### Metal 1

Bar = 50 um.
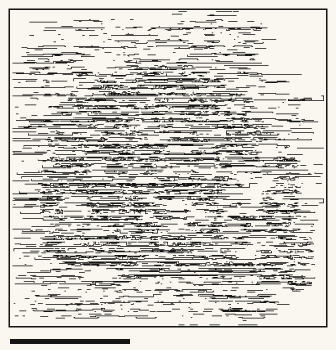
### Metal 2

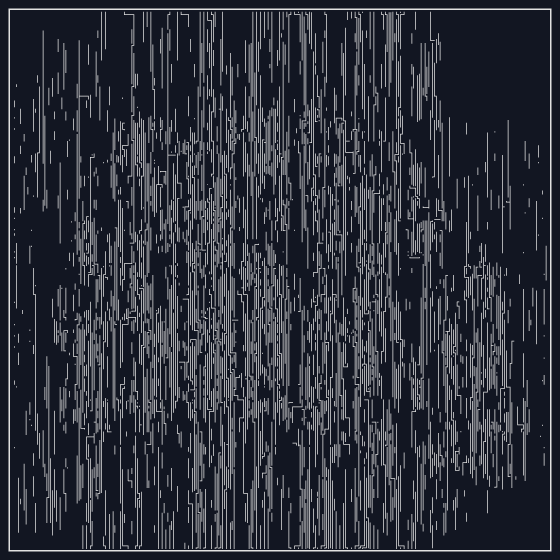
### Met3 routing

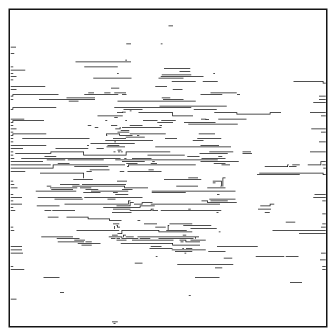
### The metal 4 layer

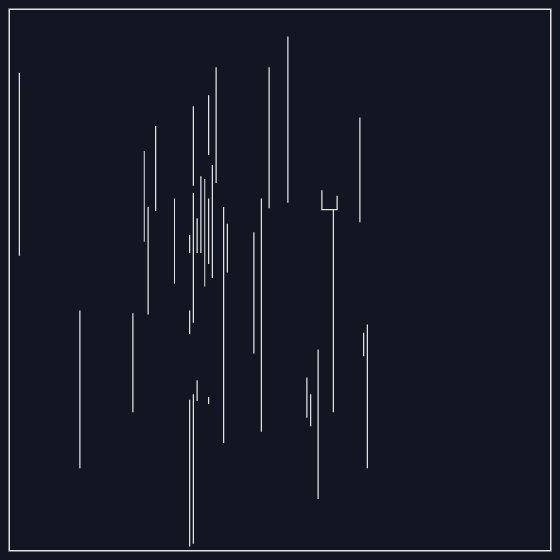
### Track usage over the die

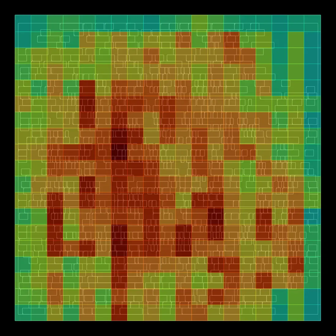
`src/rtl/timer_counter.sv`:
```
// Timer counter stage: control fields, 8-bit prescaler, 64-bit free-running counter
// and 64-bit compare value, all updated through byte-strobed register writes.
module timer_counter #(
    parameter int CNT_W   = 64,
    parameter int DIV_MAX = 8
) (
    input  logic             clk,
    input  logic             rst,
    input  logic             tcr_wr_sel,
    input  logic             tdr0_wr_sel,
    input  logic             tdr1_wr_sel,
    input  logic             tcmp0_wr_sel,
    input  logic             tcmp1_wr_sel,
    input  logic [31:0]      pwdata,
    input  logic [3:0]       pstrb,
    input  logic             halt_req,
    input  logic             dbg_mode,
    output logic [CNT_W-1:0] cnt,
    output logic [CNT_W-1:0] tcmp,
    output logic             timer_en,
    output logic             div_en,
    output logic [3:0]       div_val,
    output logic             halted,
    output logic             tcr_err
);

    localparam logic [3:0] DIV_LIMIT = 4'(DIV_MAX);

    logic             new_timer_en;
    logic             new_div_en;
    logic [3:0]       new_div_val;
    logic             tcr_load;
    logic             disable_clr;
    logic             running;
    logic [8:0]       presc_limit;
    logic             presc_last;
    logic             tick;
    logic [7:0]       presc;
    logic [7:0]       presc_next;
    logic [CNT_W-1:0] cnt_next;
    logic [CNT_W-1:0] tcmp_next;

    // Effective TCR field values after the write, honouring the byte strobes.
    always_comb begin
        new_timer_en = pstrb[0] ? pwdata[0]    : timer_en;
        new_div_en   = pstrb[0] ? pwdata[1]    : div_en;
        new_div_val  = pstrb[1] ? pwdata[11:8] : div_val;
    end

    assign tcr_err = tcr_wr_sel &
                     ((new_div_val > DIV_LIMIT) |
                      (timer_en & ((new_div_en != div_en) | (new_div_val != div_val))));

    assign tcr_load    = tcr_wr_sel & ~tcr_err;
    assign disable_clr = tcr_load & timer_en & ~new_timer_en;
    assign running     = timer_en & ~halted;
    assign presc_limit = (9'd1 << div_val) - 9'd1;
    assign presc_last  = ({1'b0, presc} == presc_limit);
    assign tick        = running & (~div_en | presc_last);

    always_comb begin
        presc_next = presc;
        if (disable_clr) begin
            presc_next = '0;
        end else if (running) begin
            if (div_en && !presc_last) begin
                presc_next = presc + 8'd1;
            end else begin
                presc_next = '0;
            end
        end
    end

    // A counter write beats a same-cycle tick; unwritten bytes keep the old value.
    always_comb begin
        cnt_next = cnt;
        if (disable_clr) begin
            cnt_next = '0;
        end else if (tdr0_wr_sel || tdr1_wr_sel) begin
            for (int k = 0; k < 4; k++) begin
                if (tdr0_wr_sel && pstrb[k]) begin
                    cnt_next[8*k +: 8] = pwdata[8*k +: 8];
                end
                if (tdr1_wr_sel && pstrb[k]) begin
                    cnt_next[32+8*k +: 8] = pwdata[8*k +: 8];
                end
            end
        end else if (tick) begin
            cnt_next = cnt + {{(CNT_W-1){1'b0}}, 1'b1};
        end
    end

    always_comb begin
        tcmp_next = tcmp;
        for (int k = 0; k < 4; k++) begin
            if (tcmp0_wr_sel && pstrb[k]) begin
                tcmp_next[8*k +: 8] = pwdata[8*k +: 8];
            end
            if (tcmp1_wr_sel && pstrb[k]) begin
                tcmp_next[32+8*k +: 8] = pwdata[8*k +: 8];
            end
        end
    end

    always_ff @(posedge clk or posedge rst) begin
        if (rst) begin
            cnt      <= '0;
            tcmp     <= '1;
            timer_en <= 1'b0;
            div_en   <= 1'b0;
            div_val  <= 4'h1;
            presc    <= '0;
            halted   <= 1'b0;
        end else begin
            cnt    <= cnt_next;
            tcmp   <= tcmp_next;
            presc  <= presc_next;
            halted <= halt_req & dbg_mode;
            if (tcr_load) begin
                timer_en <= new_timer_en;
                div_en   <= new_div_en;
                div_val  <= new_div_val;
            end
        end
    end

endmodule

```
`config.mk`:
```
export PLATFORM = sky130hd
export DESIGN_NAME = timer_counter
export DESIGN_NICKNAME = d
export VERILOG_FILES = /design/src/rtl/timer_counter.sv
export SDC_FILE = /design/constraint.sdc
export NUM_CORES = 1
export LEC_CHECK = 0
export CORE_UTILIZATION = 49
export CTS_CLUSTER_DIAMETER = 100
export DETAILED_ROUTE_END_ITERATION = 6
export HOLD_SLACK_MARGIN = 0.05
export PLACE_DENSITY = 0.78
export SYNTH_ARGS = -nofsm -noshare
export SYNTH_HDL_FRONTEND = slang
export SYNTH_SLANG_ARGS = --single-unit
```
`constraint.sdc`:
```
create_clock -name clk -period 5.4 [get_ports clk]
set_input_delay 1.08 -clock clk [delete_from_list [all_inputs] [get_ports clk]]
set_output_delay 1.08 -clock clk [all_outputs]
set_load 0.1 [all_outputs]
```
==> impl_metrics.csv <==
group,metric,value,unit
outcome,run_status,"finished clean",
synth,async_flop_share,100,%
clock_network,cts_max_path_buffers,2,
synth,edf_count,0,
setup_path,worst_ep_arrival_time,2860,ps
floorplan,fp.dieArea,17300,um2
layout,layout_top_cell,"clkdlybuf4s50_1",
place,postPlaceCellArea,10200,um2
synth,ff_type,"dfrtp_1",
clock_network,cts_hold_buf,0,
floorplan,ios,181,
routing,vias_per_cell,6.54,
layout,lay_top_cells,"clkdlybuf4s50_1, nand2_1, dfrtp_1",
final_timing,setup_viol,0,
layout,n_antenna_cell,0,
synth,ys_cells,867,
setup_path,setup.worst_path.end_class,"primary output",
final_timing,rsz0062_at_grt,"false",
layout,nNetsFinal,1077,
floorplan,initCoreUtil,50.9,%
floorplan,core,16100,um2
clock_network,cts.root.buffer_cell,"clkbuf_16",
final_timing,period_needed,3940,ps
place,dp_worst_setup_slack,1240,ps
setup_path,r2r_end,"cnt[63]$_DFFE_PP0P_",
setup_path,critPathLaunchType,"input port",
final_timing,whs,585,ps
layout,drive_gt1_share,19.3,%
final_timing,tightest_slew,1110,ps
synth,synth_flops,143,
final_timing,slew_viol_final,0,
synth,netlist-cell-type-count,73,
synth,avgSynthCellArea,9.46,um2
floorplan,die_y,131,um
final_timing,skew,9.60,ps
place,dpl.cell_count,1226,
routing,drcViolationCount,0,
setup_path,regToRegSetupSlack,1550,ps
worst_hold_path,hold-path-endpoint,"cnt[60]$_DFFE_PP0P_",
-- 'Metal 1' (at the start) --
nets with wire on the layer: 960
main direction: horizontal
wire length on this layer: 11,000 um
met1 Use GR: 43.5%
via count: 8,223
Total Wirelength: 26,700 um

-- 'Metal 2' (at the start) --
main direction: vertical
wire length on this layer: 12,300 um
nets with wire on the layer: 962

-- 'Met3 routing' (at the start) --
wire length on this layer: 2,490 um
longest straight run: 42.3 um
share of all routed wire: 9.4%
nets with wire on the layer: 208
main direction: horizontal
M3 GR Usage: 7.21%

-- 'The metal 4 layer' (at the start) --
longest straight run: 57.1 um
share of all routed wire: 3.3%
wire length on this layer: 877 um

-- 'Track usage over the die' (at the start) --
GRT Resource Usage Total: 31.6%
Layout Utilization: 66.7%
Most Used Layer, Global Route: met2
GR Util met2: 48.1%
Routed WL per cell: 21.2 um

synth_stat cells (22+ instances only):
| cell | number | share of area [%] |
|---|---|---|
| nor4_1 | 35 | 2.7 |
| nand4_1 | 22 | 1.7 |
| a21oi_1 | 43 | 2.6 |
| nor3_1 | 34 | 2.1 |
| dfstp_2 | 65 | 21 |
| dfrtp_1 | 78 | 24 |
| nor2_1 | 38 | 1.7 |
| nand3_1 | 49 | 3.0 |
| o21ai_0 | 23 | 1.4 |
| o22ai_1 | 41 | 3.1 |
| mux2_2 | 70 | 9.6 |
| clkbuf_1 | 34 | 1.6 |
| nand2_1 | 112 | 5.1 |
where the power goes:
part	internal, mW	total (mW)	switching (mW)
registers	1.35	1.72	0.368
logic	0.725	2.91	2.19
clock network	0.668	1.18	0.508
per-layer routing:
layer  routed length (um)  global-route usage [%]  vias to the layer above
li1                     -                       -                     3641
met1                11000                    43.5                     3977
met2                12300                    48.1                      522
met3                 2490                    7.21                       83
met4                  876                    12.7                        0
met5                    0                       0                        -
state kept, by name, indices dropped and copies added (netlist names):
signal / count
cnt: 64
div_en: 1
div_val: 4
halted: 1
presc: 8
tcmp: 64
timer_en: 1
layout make-up:
class,instances,area [um2]
timing repair buffer,189,1880
multi-input combinational,660,4290
inverter,18,72.6
sequential,143,3660
fill,1328,5360
tap,216,270
clock buffer,19,453
clock inverter,13,126
critical path, stage by stage:
cell and delay [ps]:
clkdlybuf4s50_1 660, xnor2_1 160, nand4_1 170, a22o_1 210
a22oi_1 240, nor2b_1 100, buf_4 240
cells by family (layout without fill, tap and decap cells):
| logic type | Yosys count | after routing | share of synthesized area, % |
|---|---|---|---|
| XOR/XNOR | 7 | 7 | 0.748 |
| flip-flops | 143 | 143 | 44.6 |
| AND/OR/NAND/NOR | 364 | 364 | 23.2 |
| buffers and inverters | 64 | 239 | 3.20 |
| adder cells (fa/ha/maj) | 3 | 3 | 0.458 |
| multiplexers | 72 | 72 | 9.86 |
| AND-OR/OR-AND | 214 | 214 | 17.9 |
how the worst max path moves through the flow:
stage	from	to	slack (ps)
6_report	pwdata[9]	tcr_err	1460
5_1_grt	div_val[3]$_DFFE_PP0P_	cnt[63]$_DFFE_PP0P_	1210
4_1_cts	pwdata[9]	tcr_err	1470
3_5_place_dp	pwdata[9]	cnt[32]$_DFFE_PP0P_	1240
3_3_place_gp	pwdata[9]	cnt[32]$_DFFE_PP0P_	1360
2_1_floorplan	rst	cnt[0]$_DFFE_PP0P_	590
Power figures rest on the tool's default switching activity, not on a simulated workload.
